===== src/rtl/enduro_axis_pkg.sv =====
// -----------------------------------------------------------------------------
// enduro_axis_pkg
// Shared types and helpers for the enduro AXI4-Stream traffic generator and
// the matching stream checker.
//   gen_state_e        generator FSM states
//   LFSR_POLY_DEFAULT  Galois feedback mask x^32+x^22+x^2+x+1
//   lfsr_next()        one Galois LFSR step, width-agnostic up to LFSR_MAX_W
// -----------------------------------------------------------------------------
package enduro_axis_pkg;

   typedef enum logic [1:0] {
      IDLE = 2'd0,
      SEND = 2'd1,
      GAP  = 2'd2,
      FIN  = 2'd3
   } gen_state_e;

   localparam logic [31:0] LFSR_POLY_DEFAULT = 32'h8020_0003;
   localparam int          LFSR_MAX_W        = 64;

   // Callers zero-extend to LFSR_MAX_W and truncate the result back; the
   // zero upper bits keep the shift correct for any narrower register.
   function automatic logic [LFSR_MAX_W-1:0] lfsr_next(input logic [LFSR_MAX_W-1:0] x,
                                                     input logic [LFSR_MAX_W-1:0] poly);
      return (x >> 1) ^ (x[0] ? poly : '0);
   endfunction

endpackage


===== src/rtl/enduro_lfsr.sv =====
// -----------------------------------------------------------------------------
// enduro_lfsr
// Galois LFSR holding the current beat data.
//   m_axis_clk      clock
//   m_axis_aresetn  synchronous active-low reset (q clears to 0)
//   load            load seed (has priority over advance)
//   seed            value loaded on load
//   advance         step once
//   q               current LFSR value
// -----------------------------------------------------------------------------
module enduro_lfsr
   import enduro_axis_pkg::*;
#(
   parameter int                    DATA_WIDTH = 32,
   parameter logic [DATA_WIDTH-1:0] POLY       = LFSR_POLY_DEFAULT
) (
   input  logic                  m_axis_clk,
   input  logic                  m_axis_aresetn,
   input  logic                  load,
   input  logic [DATA_WIDTH-1:0] seed,
   input  logic                  advance,
   output logic [DATA_WIDTH-1:0] q
);

   always_ff @(posedge m_axis_clk) begin
      if (!m_axis_aresetn) begin
         q <= '0;
      end else if (load) begin
         q <= seed;
      end else if (advance) begin
         q <= DATA_WIDTH'(lfsr_next(LFSR_MAX_W'(q), LFSR_MAX_W'(POLY)));
      end
   end

endmodule


===== src/rtl/enduro_axis_stream_gen.sv =====
// -----------------------------------------------------------------------------
// enduro_axis_stream_gen
// AXI4-Stream master traffic generator. After a start pulse in IDLE it emits
// cfg_count beats of Galois-LFSR data seeded by cfg_seed (0 is replaced by 1),
// inserts cfg_gap idle cycles after each non-final beat, marks the final beat
// with tlast and pulses done for one cycle.
//   m_axis_clk, m_axis_aresetn   clock, synchronous active-low reset
//   start, cfg_count/gap/seed    run request and its configuration
//   m_axis_tvalid/tready/tdata/tlast  AXI4-Stream master port
//   busy, done, beat_cnt          status
// Optional: define ENDURO_AXIS_GEN_STALL_CNT_EN to add stall_cnt[31:0], the
// saturating count of tvalid&&!tready cycles in the current run.
// -----------------------------------------------------------------------------
module enduro_axis_stream_gen
   import enduro_axis_pkg::*;
#(
   parameter int                    DATA_WIDTH = 32,
   parameter int                    CNT_WIDTH  = 16,
   parameter int                    GAP_WIDTH  = 8,
   parameter logic [DATA_WIDTH-1:0] LFSR_POLY  = LFSR_POLY_DEFAULT
) (
   input  logic                  m_axis_clk,
   input  logic                  m_axis_aresetn,
   input  logic                  start,
   input  logic [CNT_WIDTH-1:0]  cfg_count,
   input  logic [GAP_WIDTH-1:0]  cfg_gap,
   input  logic [DATA_WIDTH-1:0] cfg_seed,
   output logic                  m_axis_tvalid,
   input  logic                  m_axis_tready,
   output logic [DATA_WIDTH-1:0] m_axis_tdata,
   output logic                  m_axis_tlast,
   output logic                  busy,
   output logic                  done,
   output logic [CNT_WIDTH-1:0]  beat_cnt
`ifdef ENDURO_AXIS_GEN_STALL_CNT_EN
   ,
   output logic [31:0]           stall_cnt
`endif
);

   gen_state_e            state, state_nxt;
   logic [CNT_WIDTH-1:0]  count_q;
   logic [GAP_WIDTH-1:0]  gap_q;
   logic [GAP_WIDTH-1:0]  gap_cnt;
   logic                  start_acc;
   logic                  xfer;
   logic                  last_beat;
   logic                  enter_gap;
   logic [DATA_WIDTH-1:0] seed_fix;

   assign start_acc = (state == IDLE) && start;
   assign xfer      = m_axis_tvalid && m_axis_tready;
   // count_q >= 1 whenever SEND is reachable, so count-1 never underflows
   // and the full CNT_WIDTH range needs no extra compare bit.
   assign last_beat = (beat_cnt == count_q - CNT_WIDTH'(1));
   assign enter_gap = xfer && !last_beat && (gap_q != '0);
   // An all-zero seed would lock the LFSR at zero.
   assign seed_fix  = (cfg_seed == '0) ? DATA_WIDTH'(1) : cfg_seed;

   assign m_axis_tvalid = (state == SEND);
   assign m_axis_tlast  = (state == SEND) && last_beat;
   assign busy          = (state != IDLE);
   assign done          = (state == FIN);

   enduro_lfsr #(
      .DATA_WIDTH (DATA_WIDTH),
      .POLY       (LFSR_POLY)
   ) u_lfsr (
      .m_axis_clk     (m_axis_clk),
      .m_axis_aresetn (m_axis_aresetn),
      .load           (start_acc),
      .seed           (seed_fix),
      .advance        (xfer),
      .q              (m_axis_tdata)
   );

   always_ff @(posedge m_axis_clk) begin
      if (!m_axis_aresetn) begin
         state <= IDLE;
      end else begin
         state <= state_nxt;
      end
   end

   always_comb begin
      state_nxt = state;
      unique case (state)
         IDLE: begin
            if (start) begin
               state_nxt = (cfg_count == '0) ? FIN : SEND;
            end
         end
         SEND: begin
            if (xfer) begin
               if (last_beat) begin
                  state_nxt = FIN;
               end else if (gap_q != '0) begin
                  state_nxt = GAP;
               end
            end
         end
         GAP: begin
            if (gap_cnt == '0) begin
               state_nxt = SEND;
            end
         end
         FIN: begin
            state_nxt = IDLE;
         end
         default: state_nxt = IDLE;
      endcase
   end

   always_ff @(posedge m_axis_clk) begin
      if (!m_axis_aresetn) begin
         count_q  <= '0;
         gap_q    <= '0;
         gap_cnt  <= '0;
         beat_cnt <= '0;
      end else begin
         if (start_acc) begin
            count_q  <= cfg_count;
            gap_q    <= cfg_gap;
            beat_cnt <= '0;
         end else if (xfer) begin
            beat_cnt <= beat_cnt + CNT_WIDTH'(1);
         end
         // Loaded with gap-1 so GAP lasts exactly gap_q cycles.
         if (enter_gap) begin
            gap_cnt <= gap_q - GAP_WIDTH'(1);
         end else if ((state == GAP) && (gap_cnt != '0)) begin
            gap_cnt <= gap_cnt - GAP_WIDTH'(1);
         end
      end
   end

`ifdef ENDURO_AXIS_GEN_STALL_CNT_EN
   always_ff @(posedge m_axis_clk) begin
      if (!m_axis_aresetn) begin
         stall_cnt <= '0;
      end else if (start_acc) begin
         stall_cnt <= '0;
      end else if (m_axis_tvalid && !m_axis_tready && (stall_cnt != 32'hFFFF_FFFF)) begin
         stall_cnt <= stall_cnt + 32'd1;
      end
   end
`endif

endmodule


===== config.mk =====
export PLATFORM = sky130hd
export DESIGN_NAME = enduro_axis_stream_gen
export DESIGN_NICKNAME = d
export VERILOG_FILES = /design/src/rtl/enduro_axis_pkg.sv /design/src/rtl/enduro_lfsr.sv /design/src/rtl/enduro_axis_stream_gen.sv
export SDC_FILE = /design/constraint.sdc
export NUM_CORES = 1
export LEC_CHECK = 0
export CAP_MARGIN = 5
export CORE_MARGIN = 2
export CORE_UTILIZATION = 44
export CTS_CLUSTER_DIAMETER = 100
export DETAILED_ROUTE_END_ITERATION = 12
export GPL_TIMING_DRIVEN = 0
export PLACE_DENSITY = 0.78
export RECOVER_POWER = 25
export SLEW_MARGIN = 20
export SYNTH_ARGS = -nofsm -noshare
export SYNTH_HDL_FRONTEND = slang
export SYNTH_SLANG_ARGS = --single-unit

===== constraint.sdc =====
create_clock -name m_axis_clk -period 3.87 [get_ports m_axis_clk]
set_input_delay 0.387 -clock m_axis_clk [delete_from_list [all_inputs] [get_ports m_axis_clk]]
set_output_delay 0.387 -clock m_axis_clk [all_outputs]
set_load 0.01 [all_outputs]

==> run_1/detail.png <==
Window x 64 to 89, y 64 to 89 um. Cells in gray, sequential cells in the stronger gray; small squares are vias.
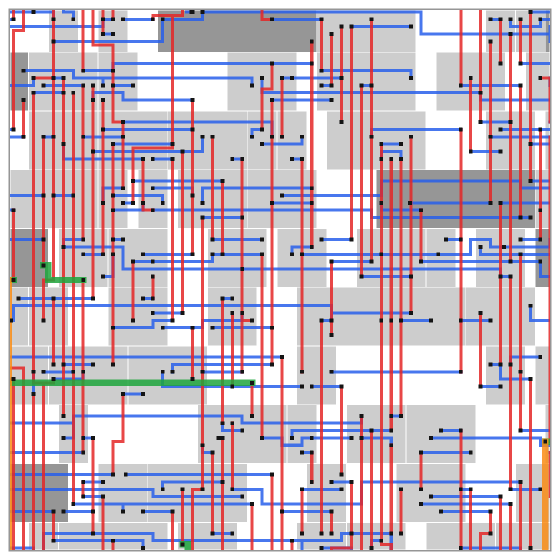
color	layer
blue	metal 1
orange	metal 4
green	metal 3
red	metal 2
cells with their middle in the window	50
netlist names of flops here include	`beat_cnt` (1), `count_q` (1)
sequential cells in the window	2
most frequent	nor2_1 (6), xnor2_1 (5)

==> run_1/flops_by_reg.png <==
Drawn at 4 px/um. Other sequential cells in the stronger gray, the rest of the logic in the fainter gray.
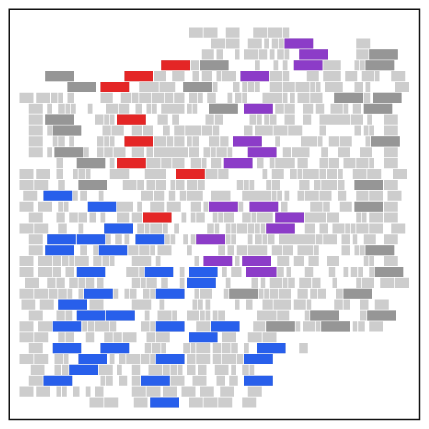
color	signal	placed flops
blue	`u_lfsr.q`	32
red	`gap_cnt`	8
purple	`count_q`	16

==> run_1/logic_types.png <==
Drawn at 3 px/um.
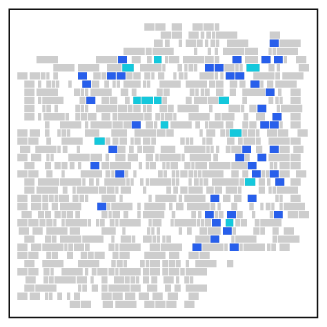
color	family	cells	most used
cyan	AND-OR and OR-AND gates	12	a21o_1
blue	XOR/XNOR gates	43	xor2_1

==> job_summary.md, run 1 <==
### Metrics collected by this job

| Metric | Value |
|---|---|
| Worst-path clk slew | ~0.090 ns |
| Hold Vio Cnt, Final | 0 |
| DRT antenna net count | 0 |
| Routed WL | about 13 mm |
| Ys flop type | dfxtp_1 |
| Post-synth ARST share | 0% |
| GRT Total Usage | 24.6% |
| Largest net degree at the start of global routing | 16 |
| Post-synth area from yosys stat | between 4000 and 5000 um2 |
| Final net count | around 730 |
| Tot Pwr | 2.15 mW |
| OpenROAD warnings | 26 |
| Max_slew headroom | 45.6% |
| DRC Markers | 0 |
| Status | completed |
| Vias in the first global route | between 4,000 and 5,000 |
| Initial antenna violation count | 0 |
| First-pass GRT wire length | 20.3 mm |
| Core Footprint | ~9300 um2 |
| Largest delay share family, worst path | AND-OR/OR-AND gates |
| Yosys cell count | 535 |
| Max IR drop VDD | about 0.20 mV |
| TritonCTS Sinks | ~82 |
| Worst-Margin Slew | between 0.8 and 0.9 ns |
| Worst path cell trace | buf_6 -> or4_4 -> o41a_2 -> a211oi_2 -> a211oi_2 -> o22a_2 -> a21o_1 -> nor2_4 -> mux2i_1 -> ha_2 -> nor4b_4 -> nand2_1 -> xnor2_1 -> a21oi_1 -> a211oi_1 |
| Input/output buffers | between 100 and 150 |
| Wire length per cell | between 15 and 20 um |
| CTS Buffer Depth | 2 |
| Final clock skew | around 0.016 ns |
| Clock buffer count from CTS | 9 |
| # rows | 35 |
| Drt pass-1 iters | 5 |
| Crit path max fanout | 9 |
| Synth Instances | roughly 540 |
| Top-Level Pins | between 100 and 150 |
| Setup CP Type | register to register |
| CP required | just over 4 ns |
| # hold bufs at CTS | 0 |
| Total Negative Setup Slacks | 0 ns |
| Clock root buffer master | clkbuf_8 |
| Startpoint Class | register |
| Post-route insts no fill | 796 |
| Antenna Cells | 0 |
| Power per standard cell area | about 370 nW/um2 |
| Slowest cell on the critical path | or4_4 |
| HP Class | input port to register |
| Die H | between 100 and 150 um |
| GP Congestion | 0.857 |
| Layout Utilization | 62.3% |
| Mapped cell area | about 4200 um2 |
| Final min period | roughly 3.7 ns |
| Vias per cell | ~5.7 |
| Hpwl dp | approximately 9.6 mm |
| Yosys cell types | roughly 64 |
| Register share after synthesis | between 30 and 40% |
| Die width | between 100 and 150 um |
| Share of layout cells above drive strength 1 | 8.70% |
| CP arrival | 3.97 ns |
| 1st-iter DRT viols | about 230 |
| Placed insts | between 700 and 800 |
| Post-layout period usage of the worst path | about 95% |
| Maximum clock rate | 271 MHz |
| Post-synthesis register bit count | 82 |
| Via count | roughly 4,500 |
| Syn. warnings | 0 |
| Pins Over Slew Limit | 0 |
| Post-Syn Nets | between 500 and 600 |
| Cell repeated most along the worst path | a211oi_2 |
| Leakage Power | about 2.2 nW |
| Post-synth EDFFs | 0 |
| Mapped Avg Cell Area | between 7 and 8 um2 |
| Gr ovfl total | 0 |
| Worst-Skew Late Latency | approximately 0.37 ns |
| Crit path buffers/inverters | 1 |
| CP max stage delay | between 0.5 and 0.6 ns |
| Final Setup Violations | 0 |
| Die area | 10,400 um2 |
-- run 1: what timing repair did --
action,in CTS,in global routing
setup endpoints to repair,3,2
gates resized,7,4
pin swaps,4,8
setup buffers,3,4
-- run 1: Yosys cell counts, types with 3 or more instances --
cell      count  area (um2)
nand4_1       7        43.8
o22ai_1      28         175
a211oi_1      9        67.6
or3_1         4        25.0
nor4_1       14        87.6
xor2_1       22         193
nand2b_1      4        25.0
ha_1          3        37.5
a311oi_1      3        26.3
and3_1        5        31.3
and2_1        4        25.0
a31oi_1       3        18.8
buf_4         3        22.5
o211ai_1      3        22.5
nor2_1       57         214
xnor2_1      21         184
nand3_1       5        25.0
nand3b_1      4        30.0
or4_1         3        22.5
a21oi_1      38         190
nor3_1       41         205
o21ai_0       9        45.0
a21o_1        4        30.0
clkbuf_1     26        97.6
nand2_1      81         304
inv_1         7        26.3
dfxtp_1      82        1640
-- run 1: metal layers --
layer,up-vias,global-route usage [%],part of all wire [%]
li1,2164,-,-
met1,2127,31.1,42
met2,193,42.3,48
met3,22,4.24,8.0
met4,0,8.41,1.8
met5,-,0,0
-- run 1: cell usage in the layout, fill, tap and decap left out, drive strengths merged, types with 9 or more instances in the layout --
master          n
nand2          82
dlygate4sd3    27
o22ai          28
xor2           22
nor2           58
inv            10
a211oi         10
clkdlybuf4s50  82
nor3           41
buf            15
o21ai           9
clkbuf         34
dfxtp          82
xnor2          21
a21oi          39
nor4           17
-- run 1: area by class of cell --
type | count | area, um2
flip-flops and latches | 82 | 1640
fillers | 846 | 3500
multi-input cells | 411 | 2460
plain buffers | 33 | 166
inverters | 8 | 30.0
well taps | 129 | 161
repair buffers | 117 | 1150
clock buffers | 9 | 124
clock inverters | 7 | 52.6
-- run 1: registers in the layout, indices dropped and copies added (netlist names) --
signal and count:
beat_cnt 16, gap_q 8, state 2, count_q 16, gap_cnt 8, u_lfsr.q 32
-- run 1: where the power goes --
part	switching, mW	internal, mW
clock network	0.346	0.236
registers	0.0665	0.909
logic	0.306	0.289
-- run 1: through the flow --
step                      cell area [um2]  setup slack (ns)  hold slack (ns)
final                                5790             0.177            0.292
after global routing                 5790           -0.0120            0.281
after CTS                            5730            0.0531            0.281
after detailed placement             5510            -0.477            0.480
after global placement               5510            -0.274            0.462
after floorplan                      4240            0.0867            0.448
-- run 1: cell families (layout without fill, tap and decap cells) --
group | after synthesis | after routing | synth area share, %
flip-flops | 82 | 82 | 38.7
multiplexers | 2 | 2 | 0.472
adder cells (fa/ha/maj) | 3 | 3 | 0.885
AND-OR/OR-AND | 114 | 114 | 17.4
AND/OR/NAND/NOR | 249 | 249 | 29.0
buffers and inverters | 42 | 174 | 4.72
XOR/XNOR | 43 | 43 | 8.87
-- run 1: worst paths after layout --
path                                 from                       to  slack, ns  cells past startpoint
hold / removal             m_axis_aresetn  gap_cnt[0]$_SDFFE_PN0P_       0.29                      2
hold reg to reg     gap_q[1]$_SDFFE_PN0P_    gap_q[1]$_SDFFE_PN0P_       0.49                      2
setup reg to reg  count_q[4]$_SDFFE_PN0P_  gap_cnt[6]$_SDFFE_PN0P_       0.18                     15
setup / recovery  count_q[4]$_SDFFE_PN0P_  gap_cnt[6]$_SDFFE_PN0P_       0.18                     15
==> run 2, diff against run 1 <==
TNS_END_PERCENT = 20   (was default)
==> run_2/logic_types.png <==
Drawn at 3 px/um.
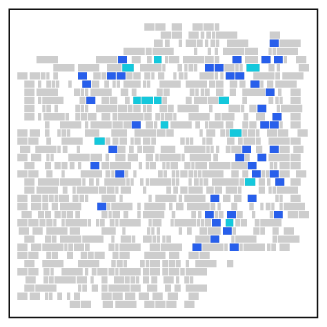
color	family	cells	most used
cyan	AND-OR and OR-AND gates	12	a21o_1
blue	XOR/XNOR gates	43	xor2_1

==> run_2/layer_met1.png <==
Drawn at 3 px/um.
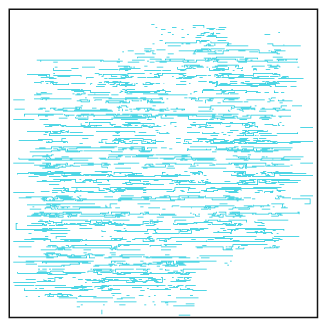
wire length on this layer	5,440 um
nets with wire on the layer	647
main direction	horizontal
longest straight run	29.4 um
share of all routed wire	42%

==> run_2/congestion.png <==
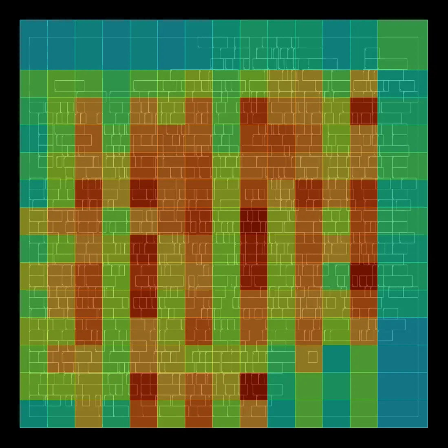
grt met3 use: 4.24%
GR Util met1: 31.1%
GRT Total Usage: 24.6%
wire length per cell: 16.1 um
grt met2 use: 42.3%

==> run 2 against run 1 <==
Effect of this change:
- combinational power about the same
- die area unchanged
- hold slack did not move
- largest power group unchanged
==> job_summary.md, run 2 <==
### Metrics collected by this job

| Metric | Value |
|---|---|
| Tot Pwr | 2.15 mW (unchanged) |
| Leakage Power | 2.17 nW (unchanged) |
| Die width | 102 um (unchanged) |
| Status | completed |
| R2R Setup Slk | 0.18 ns (about the same) |
| Clock buffer count from CTS | 9 (unchanged) |
| Vias per cell | 5.66 (unchanged) |
| Yosys cell count | 535 (unchanged) |
| Largest register FFs | 32 (unchanged) |
| Yosys cell types | 64 (unchanged) |
| Post-synth ARST share | 0% (unchanged) |
| Placement Cell Area | 5510 um2 (unchanged) |
| Worst-Margin Slew | 0.807 ns (unchanged) |
| OpenROAD warnings | 26 (unchanged) |
| Largest net degree at the start of global routing | 16 (unchanged) |
| Core Footprint | 9280 um2 (unchanged) |
| # hold bufs at CTS | 0 (unchanged) |
| CP max stage delay | 0.57 ns (about the same) |
| Slowest cell on the critical path | or4_4 |
| Most common cell in the netlist | dfxtp_1 |
| Post-synthesis register bit count | 82 (unchanged) |
| HP Class | input port to register |
| Most numerous logic cell after layout | clkdlybuf4s50_1 |
| Post-Syn Nets | 598 (unchanged) |
| Drt pass-1 iters | 5 (unchanged) |
| Max IR drop VDD | 0.201 mV (unchanged) |
| Hold Path Stages | 2 (unchanged) |
| Final Setup Violations | 0 (unchanged) |
| Clock root buffer master | clkbuf_8 |
| Input/output buffers | 110 (unchanged) |
| Hold Slack | 0.292 ns (unchanged) |
| Biggest register | u_lfsr.q |
| Gr ovfl total | 0 (unchanged) |
| Hpwl dp | 9.56 mm (unchanged) |
| CP required | 4.15 ns (about the same) |
| Mapped Avg Cell Area | 7.93 um2 (unchanged) |
| Initial antenna violation count | 0 (unchanged) |
| Mapped cell area | 4240 um2 (unchanged) |
| Max_slew headroom | 45.6% (unchanged) |
| Crit path max fanout | 9 (unchanged) |
| Cell repeated most along the worst path | a211oi_2 |
| Synth Instances | 535 (unchanged) |
| Die area | 10,400 um2 (unchanged) |
| Top-Level Pins | 112 (unchanged) |
| Post-synth area from yosys stat | 4240 um2 (unchanged) |
| Worst r2r path cells | 15 (unchanged) |
| Startpoint Class | register |
| Antenna Cells | 0 (unchanged) |
| Filler cell count | 846 (unchanged) |
-- run 2: cell counts in the layout (fill, tap and decap cells not counted) --
Identical to the previous run, type by type.
-- run 2: metal layers --
metal  up-vias  wire, um  global-route usage [%]
li1       2164         -                       -
met1      2127      5440                    31.1
met2       193      6150                    42.3
met3        22      1030                    4.24
met4         0       229                    8.41
met5         -         0                       0
-- run 2: final cells by class --
class / instances / area share (%)
clock buffer: 9 / 2.14
tap: 129 / 2.79
inverter: 8 / 0.519
clock inverter: 7 / 0.908
multi-input combinational: 411 / 42.5
timing repair buffer: 117 / 19.9
buffer: 33 / 2.88
sequential: 82 / 28.4
-- run 2: repair_timing --
action	in CTS	in global routing
setup buffers	3	4
endpoints found under the setup margin	3	2
pin swaps	4	8
gates resized	7	4
-- run 2: cell families (layout without fill, tap and decap cells) --
logic type / Yosys count / count (layout) / share of synthesized area, %
AND-OR/OR-AND: 114 / 114 / 17.4
XOR/XNOR: 43 / 43 / 8.87
flip-flops: 82 / 82 / 38.7
buffers and inverters: 42 / 174 / 4.72
multiplexers: 2 / 2 / 0.472
adder cells (fa/ha/maj): 3 / 3 / 0.885
AND/OR/NAND/NOR: 249 / 249 / 29.0
-- run 2: power by group --
group,switching [mW],internal [mW]
registers,0.0665,0.909
clock network,0.346,0.236
logic,0.306,0.289
-- run 2: worst paths after layout --
check / endpoint / from
worst max-delay path: gap_cnt[6]$_SDFFE_PN0P_ / count_q[4]$_SDFFE_PN0P_
worst min-delay path: gap_cnt[0]$_SDFFE_PN0P_ / m_axis_aresetn
worst max register to register: gap_cnt[6]$_SDFFE_PN0P_ / count_q[4]$_SDFFE_PN0P_
worst min register to register: gap_q[1]$_SDFFE_PN0P_ / gap_q[1]$_SDFFE_PN0P_
-- run 2: stage by stage --
stage | setup slack [ns] | utilization [%] | cells
6_report | 0.177 | 62.3 | 796
5_1_grt | -0.0120 | 62.3 | 796
4_1_cts | 0.0531 | 61.8 | 793
3_5_place_dp | -0.477 | 59.3 | 774
3_3_place_gp | -0.274 | 59.3 | 774
2_1_floorplan | 0.0867 | - | 535
-- run 2: critical path: cells and delay by family (launching register included) --
| family | cells | cell delay, ns |
|---|---|---|
| compound gates | 7 | 1.47 |
| simple gates | 4 | 1.06 |
| flops | 1 | 0.32 |
| mux | 1 | 0.22 |
| fa+ha+maj | 1 | 0.21 |
| xor+xnor | 1 | 0.18 |
| buf+inv | 1 | 0.14 |
Power is estimated from default activity; no workload was simulated.
